File: src/rtl/avst_sort_pkg.sv
// Shared types and the compare helper for the Avalon-ST packet sorter.
package avst_sort_pkg;

    localparam int unsigned CMP_W = 64;

    typedef enum logic [1:0] {IDLE_S, WRITE_S, SORT_S, READ_S} state_t;

    // Operands arrive already extended to CMP_W (sign- or zero-extended by the caller).
    function automatic logic out_of_order(input logic [CMP_W-1:0] a,
                                          input logic [CMP_W-1:0] b,
                                          input logic             desc,
                                          input logic             signed_cmp);
        logic gt, lt;
        if (signed_cmp) begin
            gt = $signed(a) > $signed(b);
            lt = $signed(a) < $signed(b);
        end else begin
            gt = a > b;
            lt = a < b;
        end
        return desc ? lt : gt;
    endfunction

endpackage

File: src/rtl/sort_dpram.sv
// True dual-port RAM, read-first, one-cycle registered read on both ports.
module sort_dpram #(
    parameter int unsigned DWIDTH = 16,
    parameter int unsigned DEPTH  = 16,
    parameter int unsigned AW     = $clog2(DEPTH)
) (
    input  logic              clk,
    input  logic              a_we,
    input  logic [AW-1:0]     a_addr,
    input  logic [DWIDTH-1:0] a_wdata,
    output logic [DWIDTH-1:0] a_rdata,
    input  logic              b_we,
    input  logic [AW-1:0]     b_addr,
    input  logic [DWIDTH-1:0] b_wdata,
    output logic [DWIDTH-1:0] b_rdata
);

    logic [DWIDTH-1:0] mem [DEPTH];

    always_ff @(posedge clk) begin
        if (a_we) mem[a_addr] <= a_wdata;
        if (b_we) mem[b_addr] <= b_wdata;
        a_rdata <= mem[a_addr];
        b_rdata <= mem[b_addr];
    end

endmodule

File: src/rtl/avst_pkt_sorter.sv
// Avalon-ST packet sorter: buffer one packet, odd-even transposition sort in RAM, stream it out.
module avst_pkt_sorter
    import avst_sort_pkg::*;
#(
    parameter int unsigned DWIDTH      = 16,
    parameter int unsigned MAX_PKT_LEN = 16,
    parameter bit          SIGNED_CMP  = 1'b0
) (
    input  logic              clk_i,
    input  logic              arst_n_i,
    input  logic [DWIDTH-1:0] snk_data_i,
    input  logic              snk_startofpacket_i,
    input  logic              snk_endofpacket_i,
    input  logic              snk_valid_i,
    output logic              snk_ready_o,
    input  logic              sort_desc_i,
    output logic [DWIDTH-1:0] src_data_o,
    output logic              src_startofpacket_o,
    output logic              src_endofpacket_o,
    output logic              src_valid_o,
    input  logic              src_ready_i,
    output logic              pkt_err_o,
    output logic              busy_o
);

    localparam int unsigned AW = $clog2(MAX_PKT_LEN);
    localparam int unsigned LW = $clog2(MAX_PKT_LEN + 1);

    state_t            state, state_nxt;
    logic [LW-1:0]     len, pass, nxt;
    logic [LW:0]       pair_i;
    logic              desc, dropping, cmp_ph, primed, err;
    logic [DWIDTH-1:0] a_rdata, b_rdata, a_wdata, b_wdata;
    logic [AW-1:0]     a_addr, b_addr;
    logic              a_we, b_we;
    logic [CMP_W-1:0]  a_ext, b_ext;
    logic accept, sop_start, restart, overflow, wr_beat, drop_end;
    logic pair_go, pass_end, sort_done, swap, tx, load, read_done;

    assign accept    = snk_valid_i & snk_ready_o;
    assign sop_start = accept & snk_startofpacket_i &
                       ((state == IDLE_S) | ((state == WRITE_S) & ~dropping));
    assign restart   = sop_start & (state == WRITE_S);
    assign overflow  = accept & (state == WRITE_S) & ~dropping & ~snk_startofpacket_i &
                       (len == LW'(MAX_PKT_LEN));
    assign wr_beat   = accept & (state == WRITE_S) & ~dropping & ~snk_startofpacket_i &
                       (len != LW'(MAX_PKT_LEN));
    assign drop_end  = accept & dropping & snk_endofpacket_i;

    assign pair_go   = (state == SORT_S) & ~cmp_ph & ((pair_i + 1'b1) < {1'b0, len});
    assign pass_end  = (state == SORT_S) & ~cmp_ph & ~pair_go;
    assign sort_done = pass_end & (pass == len - 1'b1);

    assign a_ext = {{(CMP_W-DWIDTH){SIGNED_CMP & a_rdata[DWIDTH-1]}}, a_rdata};
    assign b_ext = {{(CMP_W-DWIDTH){SIGNED_CMP & b_rdata[DWIDTH-1]}}, b_rdata};
    assign swap  = out_of_order(a_ext, b_ext, desc, SIGNED_CMP);

    assign tx        = src_valid_o & src_ready_i;
    assign load      = (state == READ_S) & primed & (nxt < len) & (~src_valid_o | src_ready_i);
    assign read_done = tx & src_endofpacket_o;

    always_ff @(posedge clk_i or negedge arst_n_i) begin
        if (!arst_n_i) state <= IDLE_S;
        else           state <= state_nxt;
    end

    always_comb begin
        state_nxt = state;
        unique case (state)
            IDLE_S:  if (sop_start) state_nxt = snk_endofpacket_i ? READ_S : WRITE_S;
            WRITE_S: begin
                if (sop_start)                           state_nxt = snk_endofpacket_i ? READ_S : WRITE_S;
                else if (overflow && snk_endofpacket_i)  state_nxt = IDLE_S;
                else if (drop_end)                       state_nxt = IDLE_S;
                else if (wr_beat && snk_endofpacket_i)   state_nxt = SORT_S;
            end
            SORT_S:  if (sort_done) state_nxt = READ_S;
            READ_S:  if (read_done) state_nxt = IDLE_S;
            default: state_nxt = IDLE_S;
        endcase
    end

    always_comb begin
        snk_ready_o = (state == IDLE_S) | (state == WRITE_S);
        busy_o      = (state == SORT_S) | (state == READ_S);
    end

    // Port A serves the sink writes, the lower element of each pair and the output prefetch.
    always_comb begin
        a_we    = 1'b0;
        a_addr  = '0;
        a_wdata = snk_data_i;
        b_we    = 1'b0;
        b_addr  = '0;
        b_wdata = '0;
        if (sop_start) begin
            a_we = 1'b1;
        end else if (wr_beat) begin
            a_we   = 1'b1;
            a_addr = AW'(len);
        end
        if (state == SORT_S) begin
            a_addr = AW'(pair_i);
            b_addr = AW'(pair_i + 1'b1);
            if (cmp_ph && swap) begin
                a_we    = 1'b1;
                a_wdata = b_rdata;
                b_we    = 1'b1;
                b_wdata = a_rdata;
            end
        end else if (state == READ_S) begin
            a_addr = load ? AW'(nxt + 1'b1) : AW'(nxt);
        end
    end

    always_ff @(posedge clk_i or negedge arst_n_i) begin
        if (!arst_n_i) begin
            len      <= '0;
            desc     <= 1'b0;
            dropping <= 1'b0;
            err      <= 1'b0;
            pass     <= '0;
            pair_i   <= '0;
            cmp_ph   <= 1'b0;
        end else begin
            err <= restart | overflow;
            if (sop_start) begin
                len  <= LW'(1);
                desc <= sort_desc_i;
            end else if (wr_beat) begin
                len <= len + 1'b1;
            end
            if (overflow)      dropping <= ~snk_endofpacket_i;
            else if (drop_end) dropping <= 1'b0;
            if (state != SORT_S) begin
                pass   <= '0;
                pair_i <= '0;
                cmp_ph <= 1'b0;
            end else if (pair_go) begin
                cmp_ph <= 1'b1;
            end else if (cmp_ph) begin
                cmp_ph <= 1'b0;
                pair_i <= pair_i + 2'd2;
            end else begin
                pass   <= pass + 1'b1;
                pair_i <= {{LW{1'b0}}, ~pass[0]};
            end
        end
    end

    // nxt is the index of the word waiting in the RAM read register behind src_data_o.
    always_ff @(posedge clk_i or negedge arst_n_i) begin
        if (!arst_n_i) begin
            nxt                 <= '0;
            primed              <= 1'b0;
            src_data_o          <= '0;
            src_valid_o         <= 1'b0;
            src_startofpacket_o <= 1'b0;
            src_endofpacket_o   <= 1'b0;
        end else if (state != READ_S) begin
            nxt    <= '0;
            primed <= 1'b0;
        end else begin
            primed <= 1'b1;
            if (load) begin
                src_data_o          <= a_rdata;
                src_valid_o         <= 1'b1;
                src_startofpacket_o <= (nxt == '0);
                src_endofpacket_o   <= (nxt == len - 1'b1);
                nxt                 <= nxt + 1'b1;
            end else if (tx) begin
                src_valid_o         <= 1'b0;
                src_startofpacket_o <= 1'b0;
                src_endofpacket_o   <= 1'b0;
            end
        end
    end

    assign pkt_err_o = err;

    sort_dpram #(
        .DWIDTH (DWIDTH),
        .DEPTH  (MAX_PKT_LEN)
    ) u_ram (
        .clk     (clk_i),
        .a_we    (a_we),
        .a_addr  (a_addr),
        .a_wdata (a_wdata),
        .a_rdata (a_rdata),
        .b_we    (b_we),
        .b_addr  (b_addr),
        .b_wdata (b_wdata),
        .b_rdata (b_rdata)
    );

endmodule

File: config.mk
export PLATFORM = sky130hd
export DESIGN_NAME = avst_pkt_sorter
export DESIGN_NICKNAME = d
export VERILOG_FILES = /design/src/rtl/avst_sort_pkg.sv /design/src/rtl/sort_dpram.sv /design/src/rtl/avst_pkt_sorter.sv
export SDC_FILE = /design/constraint.sdc
export NUM_CORES = 1
export LEC_CHECK = 0
export ABC_AREA = 0
export CORE_ASPECT_RATIO = 1.5
export CORE_MARGIN = 2
export CORE_UTILIZATION = 50
export CTS_BUF_LIST = sky130_fd_sc_hd__clkbuf_8 sky130_fd_sc_hd__clkbuf_16
export DETAILED_ROUTE_END_ITERATION = 6
export PLACE_DENSITY_LB_ADDON = 0.1
export SYNTH_ARGS = -nofsm -noshare
export SYNTH_HDL_FRONTEND = slang
export SYNTH_SLANG_ARGS = --single-unit
export TNS_END_PERCENT = 1
File: constraint.sdc
create_clock -name clk_i -period 6.06 [get_ports clk_i]
set_clock_uncertainty 0.05 [all_clocks]
set_input_delay 0.606 -clock clk_i [delete_from_list [all_inputs] [get_ports clk_i]]
set_output_delay 0.606 -clock clk_i [all_outputs]
set_load 0.02 [all_outputs]
Fig. 1: logic cells by family
Bar = 50 um.
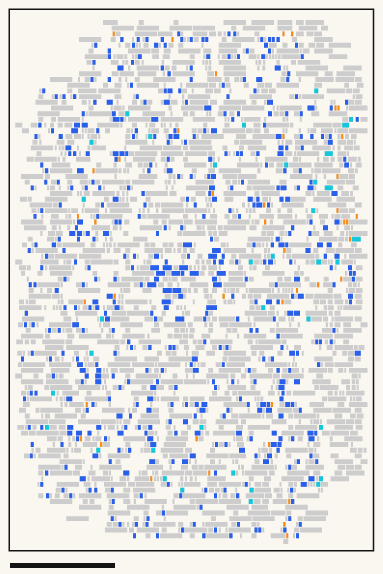
inverting AOI/OAI gates: in blue, cells 493, most used a21oi_1, where widely spread. AND and OR gates: in cyan, cells 36, most used and3_1, where widely spread. inverters: in orange, cells 42, most used inv_1, where widely spread.

Fig. 2: I/O pins on the die edge
Pins as bars across the die edge, other pins in grey.
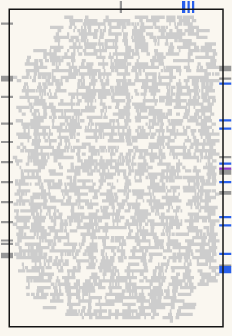
snk_startofpacket_i: in purple, pins 1, direction input, edge right. src_data_o: in blue, pins 16, direction output, edge 12 right, 4 top.
die span in x: 173 um
port bufs: 44
die height: 258 um

Fig. 3: register map, names as in the netlist
Other sequential cells in the stronger grey, the rest of the logic in the fainter grey.
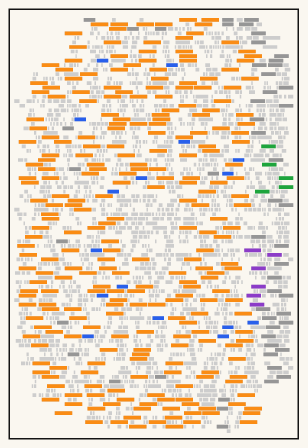
pair_i: in purple, placed flops 6. u_ram.a_rdata: in blue, placed flops 16. u_ram.mem: in orange, placed flops 256, where widely spread. len: in green, placed flops 5, where middle right.
Another 52 sequential cells are not coloured.

-- final cells by class --
type                            count  area, um^2
Timing Repair Buffer              121        1050
Tap cell                          564         706
Clock inverter                     22         116
Sequential cell                   335        9510
Fill cell                        3818       18800
Inverter                           42         158
Multi-Input combinational cell   1739       10800
Clock buffer                       43        1010
-- registers in the layout (all words and copies together), names as in the netlist --
signal and flops:
primed 1, u_ram.mem 256, src_startofpacket_o 1, pkt_err_o 1
u_ram.b_rdata 16, len 5, pass 5, src_endofpacket_o 1
src_valid_o 1, cmp_ph 1, pair_i 6, u_ram.a_rdata 16
state 2, src_data_o 16, dropping 1, desc 1
nxt 5
-- report_power, final --
group	switching [mW]	internal, mW	total, mW
clock	0.955	1.22	2.18
combinational	3.48	1.84	5.32
sequential	0.409	2.82	3.23
total	4.84	5.89	10.7
-- how the worst min path moves through the flow --
stage                         from                   to  slack (ns)  cells past startpoint
5_1_grt                   arst_n_i        src_data_o[6]        0.17                      2
2_1_floorplan             arst_n_i               cmp_ph        0.26                      0
3_5_place_dp        src_data_o[11]       src_data_o[11]        0.45                      1
4_1_cts                   arst_n_i            pair_i[4]        0.13                      2
6_report                  arst_n_i        src_data_o[6]        0.11                      2
3_3_place_gp   src_startofpacket_o  src_startofpacket_o        0.44                      1
-- critical path, delay by kind of cell, from the launching register on --
kind                     cells  cell delay [ns]
AND-OR/OR-AND                4             1.88
adder cells (fa/ha/maj)      1             0.31
buffers and inverters        1             0.16
flip-flops                   1             0.47
AND/OR/NAND/NOR              4             1.33
-- cells in the final DEF, fill, tap and decap left out, types with 37 or more instances in the layout --
master,count
clkdlybuf4s50_1,43
inv_1,51
mux2i_1,89
nor2_1,272
a21oi_1,243
edfxtp_1,256
nand3_1,66
clkbuf_16,37
o21a_1,261
dfrtp_1,46
o21ai_0,92
nand2_1,293
buf_4,74
-- logic make-up after synthesis --
logic type                 Yosys count
AOI/OAI and AO/OA                  808
and+or+nand+nor                    742
DFF                                335
buffers and inverters              296
muxes                              130
adders and majority gates           33
xor gates and xnor gates            26
-- per-stage QoR --
stage | instance area, um^2 | util (%) | cells | power (mW) | hold slack [ns]
floorplan | 21400 | - | 2370 | 6.74 | 0.260
global placement | 22200 | 52.7 | 2801 | 8.34 | 0.439
detailed placement | 22200 | 52.7 | 2801 | 8.45 | 0.449
CTS | 23300 | 55.3 | 2866 | 10.6 | 0.133
global route | 23300 | 55.3 | 2866 | 11.2 | 0.173
finish | 23300 | 55.3 | 2866 | 10.7 | 0.113
-- routing by layer --
layer / vias up / track usage, % / routed length [um]
met5: - / 0 / 0
met4: 0 / 20.9 / 5310
met3: 307 / 6.57 / 8070
met2: 1182 / 59.4 / 38300
met1: 9199 / 43.8 / 29600
li1: 8352 / - / -
==> run notes <==
flow finished, numbers: Worst path max stage delay=between 1 and 1.5 ns, cell taking the most area after synthesis=edfxtp_1, HP Class=in -> async, critical path, cell by cell=inv_1 -> ha_1 -> o211ai_1 -> a21oi_1 -> o21ai_0 -> nand3_1 -> nand2_2 -> nor2_1 -> nand2_1 -> o22ai_2, Crit-path slowest cell=o22ai_2, synth unique cells=around 67, FF-to-FF setup slack=roughly 1.4 ns, fp_density=50.9%, Startpoint Class=register, number of global-route vias before repair=around 18,000, total I/O pin count=between 40 and 50, reg-to-reg endpoint=u_ram.mem[1][6], Critical path destination=u_ram.mem[1][6], Setup Viol. Count Final=0, CP Capture Type=register, final wirelength=~81,000 um, setup TNS=0 ns, wire per inst=approximately 28 um, kind of critical path=reg -> reg, count of library flops with an enable pin=between 200 and 300, syn_nets=approximately 2,400, vias per std cell=between 6 and 7, Log Warnings=33, Core ar.=~42,000 um^2, maxcap violations=0, status=finished, final reports clean, dpl hpwl=about 49,000 um, mux frac, synth=under 10%, relative slew slack=4.68%, power per cell area=roughly 460 nW/um^2, Dominant combinational family=AND-OR/OR-AND gates, Layout area overhead=8.82%, Critical Path RT=between 6 and 7 ns, buffer count from post-CTS setup fixing=0, ys async rst share=~14%, # DRC=0, Main synth FF type=edfxtp_1, yosys warning tally=0, clock slew seen by the registers of the worst setup and hold paths=0.06 ns, Tcrit/Tclk final=between 70% and 80%, RSZ-0062 raised after global routing=no, DRT Pass-1 Iters=6, adder share=1.93%, clk_lat worst skew=around 0.54 ns, largest net degree at the start of global routing=between 100 and 150, GRT overflow=0, LEAKAGE=8.33 nW, Top cell area share=35.9%, Yosys chip area=~21,000 um^2, Critical Path AT=about 4.7 ns
No activity file was given, so power comes from the tool's default toggle rates.
